## config.mk

```make
export PLATFORM = sky130hd
export DESIGN_NAME = uart_rx
export DESIGN_NICKNAME = d
export VERILOG_FILES = /design/src/rtl/uart_rx.sv
export SDC_FILE = /design/constraint.sdc
export NUM_CORES = 1
export LEC_CHECK = 0
export ABC_CLOCK_PERIOD_IN_PS = 9250
export CAP_MARGIN = 25
export CORE_MARGIN = 4
export CORE_UTILIZATION = 66
export CTS_CLUSTER_DIAMETER = 80
export DETAILED_ROUTE_END_ITERATION = 6
export GPL_ROUTABILITY_DRIVEN = 1
export PLACE_DENSITY = 0.82
export SLEW_MARGIN = 20
export SYNTH_ARGS = -nofsm -noshare
export SYNTH_HDL_FRONTEND = slang
export SYNTH_SLANG_ARGS = --single-unit
```

## constraint.sdc

```tcl
create_clock -name CLK100MHZ -period 9.25 [get_ports CLK100MHZ]
set_input_delay 1.85 -clock CLK100MHZ [delete_from_list [all_inputs] [get_ports CLK100MHZ]]
set_output_delay 1.85 -clock CLK100MHZ [all_outputs]
set_load 0.005 [all_outputs]
```

## src/rtl/uart_rx.sv

```systemverilog
// 8N1 UART receiver: 2-flop input synchronizer, majority-voted bit sampling,
// and a first-word-fall-through receive FIFO with a valid/ready pop side.
module uart_rx #(
  parameter int CLK_HZ     = 100000000,
  parameter int BAUD       = 115200,
  parameter int FIFO_DEPTH = 16
) (
  input  logic                        CLK100MHZ,
  input  logic                        rst_n,
  input  logic                        uart_txd_in,
  output logic [7:0]                  rx_data,
  output logic                        rx_valid,
  input  logic                        rx_ready,
  output logic                        frame_err,
  output logic                        overrun,
  input  logic                        overrun_clr,
  output logic [$clog2(FIFO_DEPTH):0] rx_count
);

  localparam int CPB   = CLK_HZ / BAUD;
  localparam int CNT_W = $clog2(CPB);
  localparam int AW    = $clog2(FIFO_DEPTH);
  localparam int PTR_W = AW + 1;
  localparam logic [CNT_W-1:0] CNT_HALF = CNT_W'(CPB / 2);
  localparam logic [CNT_W-1:0] CNT_LAST = CNT_W'(CPB - 1);

  typedef enum logic [2:0] {IDLE, START, DATA, STOP, WAIT_IDLE} state_t;

  function automatic logic maj3(input logic a, input logic b, input logic c);
    return (a & b) | (a & c) | (b & c);
  endfunction

  logic sync_p0, s, s_prev, s_d2;
  state_t state, state_nxt;
  logic [CNT_W-1:0] cnt, cnt_nxt;
  logic [2:0] idx, idx_nxt;
  logic [7:0] shreg, shreg_nxt;
  logic push_req, ferr_nxt, bit_s;
  logic [7:0] mem [FIFO_DEPTH];
  logic [PTR_W-1:0] wr_ptr, rd_ptr;
  logic full, pop, push_ok, ovr_set;

  // Synchronizer plus two history taps feeding the 3-sample vote
  always_ff @(posedge CLK100MHZ or negedge rst_n) begin
    if (!rst_n) begin
      sync_p0 <= 1'b1;
      s       <= 1'b1;
      s_prev  <= 1'b1;
      s_d2    <= 1'b1;
    end else begin
      sync_p0 <= uart_txd_in;
      s       <= sync_p0;
      s_prev  <= s;
      s_d2    <= s_prev;
    end
  end

  assign bit_s = maj3(s_d2, s_prev, s);

  always_ff @(posedge CLK100MHZ or negedge rst_n) begin
    if (!rst_n) begin
      state     <= IDLE;
      cnt       <= '0;
      idx       <= '0;
      frame_err <= 1'b0;
    end else begin
      state     <= state_nxt;
      cnt       <= cnt_nxt;
      idx       <= idx_nxt;
      frame_err <= ferr_nxt;
    end
  end

  always_ff @(posedge CLK100MHZ) begin
    shreg <= shreg_nxt;
  end

  always_comb begin
    state_nxt = state;
    cnt_nxt   = cnt;
    idx_nxt   = idx;
    shreg_nxt = shreg;
    push_req  = 1'b0;
    ferr_nxt  = 1'b0;
    case (state)
      IDLE: begin
        cnt_nxt = '0;
        if (s_prev && !s) state_nxt = START;
      end
      START: begin
        if (cnt == CNT_HALF) begin
          cnt_nxt = '0;
          idx_nxt = '0;
          state_nxt = s ? IDLE : DATA;
        end else begin
          cnt_nxt = cnt + 1'b1;
        end
      end
      DATA: begin
        if (cnt == CNT_LAST) begin
          cnt_nxt   = '0;
          shreg_nxt = {bit_s, shreg[7:1]};
          if (idx == 3'd7) state_nxt = STOP;
          else             idx_nxt = idx + 3'd1;
        end else begin
          cnt_nxt = cnt + 1'b1;
        end
      end
      STOP: begin
        if (cnt == CNT_LAST) begin
          cnt_nxt = '0;
          if (bit_s) begin
            push_req  = 1'b1;
            state_nxt = IDLE;
          end else begin
            ferr_nxt  = 1'b1;
            state_nxt = WAIT_IDLE;
          end
        end else begin
          cnt_nxt = cnt + 1'b1;
        end
      end
      WAIT_IDLE: begin
        // A held-low line (break) must not be decoded as a stream of zeros
        if (s) state_nxt = IDLE;
      end
      default: state_nxt = IDLE;
    endcase
  end

  assign rx_count = wr_ptr - rd_ptr;
  assign rx_valid = (rx_count != '0);
  assign full     = (rx_count == PTR_W'(FIFO_DEPTH));
  assign pop      = rx_valid && rx_ready;
  // A same-cycle pop frees the slot, so a push into a full FIFO is still taken
  assign push_ok  = push_req && (!full || pop);
  assign ovr_set  = push_req && full && !pop;
  assign rx_data  = rx_valid ? mem[rd_ptr[AW-1:0]] : 8'h00;

  always_ff @(posedge CLK100MHZ) begin
    if (push_ok) mem[wr_ptr[AW-1:0]] <= shreg;
  end

  always_ff @(posedge CLK100MHZ or negedge rst_n) begin
    if (!rst_n) begin
      wr_ptr  <= '0;
      rd_ptr  <= '0;
      overrun <= 1'b0;
    end else begin
      if (push_ok) wr_ptr <= wr_ptr + 1'b1;
      if (pop)     rd_ptr <= rd_ptr + 1'b1;
      if (ovr_set)          overrun <= 1'b1;
      else if (overrun_clr) overrun <= 1'b0;
    end
  end

endmodule
```

Figure 1. Routing congestion map.
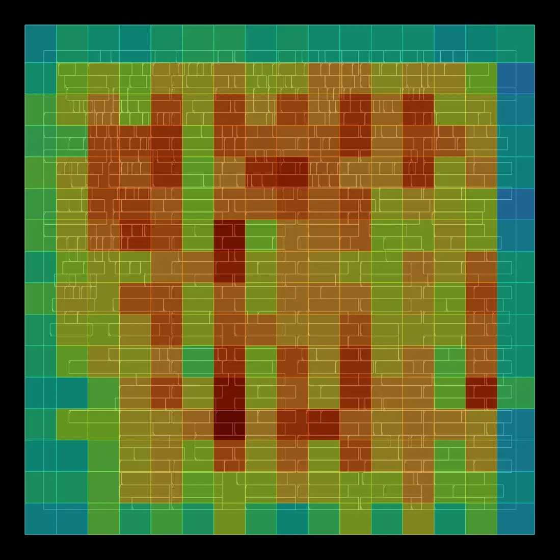
most heavily used metal layer in global routing: met2
GR met2 Demand/Resource: 42.9%
average routed wire per standard cell: 25.6 um
final core area utilization: 76.7%
met1 usage in global routing: 33.5%

Figure 2. The metal 2 layer.
Cells faint in the background.
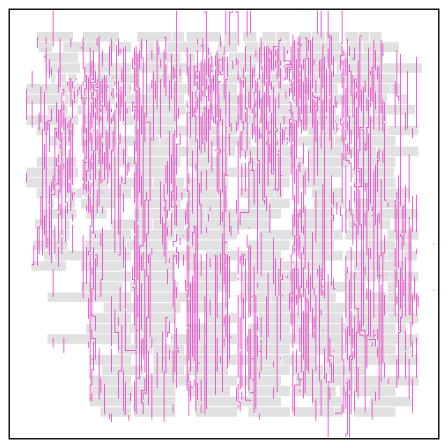
longest straight run: 62.9 um
main direction: vertical
wire length on this layer: 7,790 um
nets with wire on the layer: 407
share of all routed wire: 53%

==> run notes <==
flow finished, numbers: result of the run=completed, total routing usage reported by global routing=25.8%, synthesized net count=421, initial drt markers=344, Row Count=37, met3 track demand over resource in global routing=5.82%, Area after DPL=0.00741 mm2, yosys cell count=402, Buf/Inv on CP=2, Starting Density=68.1%, end point of the most critical hold path=s$_DFF_PN1_, first-pass GRT wire length=23,500 um, area fraction in compound gates after synthesis=4.23%, main flop type after synthesis=edfxtp_1, Switching Share=28.3%, Fmax=0.177 GHz, uppermost layer routed=met4, FA/HA/MAJ Cells, Area Fraction=2.71%, sequential fraction of the synthesis area=68.9%, Routed Antenna Nets=0, Worst Hold Launch=sync_p0$_DFF_PN1_, area of the die=0.0125 mm2, Clk. pwr=0.686 mW, Final Instance Area=0.00799 mm2, number of resized instances in the post-cts repair step=0, biggest fanout along the worst timing path=11, tally of OpenROAD warnings=30, detailed-placement wirelength estimate=8800 um, dominant cell type by area after synthesis=edfxtp_1, number of antenna violations at the first check in global routing=0, worst hold slack=0.356 ns, length of routed wiring on met1=5670 um, antenna cells=0, Final min period=5.65 ns, final count of hold timing violations=0, leakage power=2.80 nW, Top Layout Cells=edfxtp_1, mux4_2, dfrtp_1, clkdlybuf4s50_1, top cell family by delay on the critical path=simple AND/OR/NAND/NOR gates, count of library flops with an enable pin=136, CTS tree=yes
## cell type report
| cell class | count | area, um2 |
|---|---|---|
| multi-input cells | 206 | 2070 |
| inverters | 13 | 48.8 |
| fillers | 529 | 2430 |
| flip-flops and latches | 168 | 4890 |
| repair buffers | 23 | 223 |
| clock buffers | 17 | 414 |
| well taps | 136 | 170 |
| clock inverters | 15 | 165 |
## through the flow
step | power, mW | util (%) | instances
global route | 2.31 | 76.7 | 578
detailed placement | 1.53 | 71.1 | 546
finish | 2.21 | 76.7 | 578
CTS | 2.22 | 76.7 | 578
global placement | 1.50 | 71.1 | 546
floorplan | 1.31 | - | 402
Power figures rest on the tool's default switching activity, not on a simulated workload.
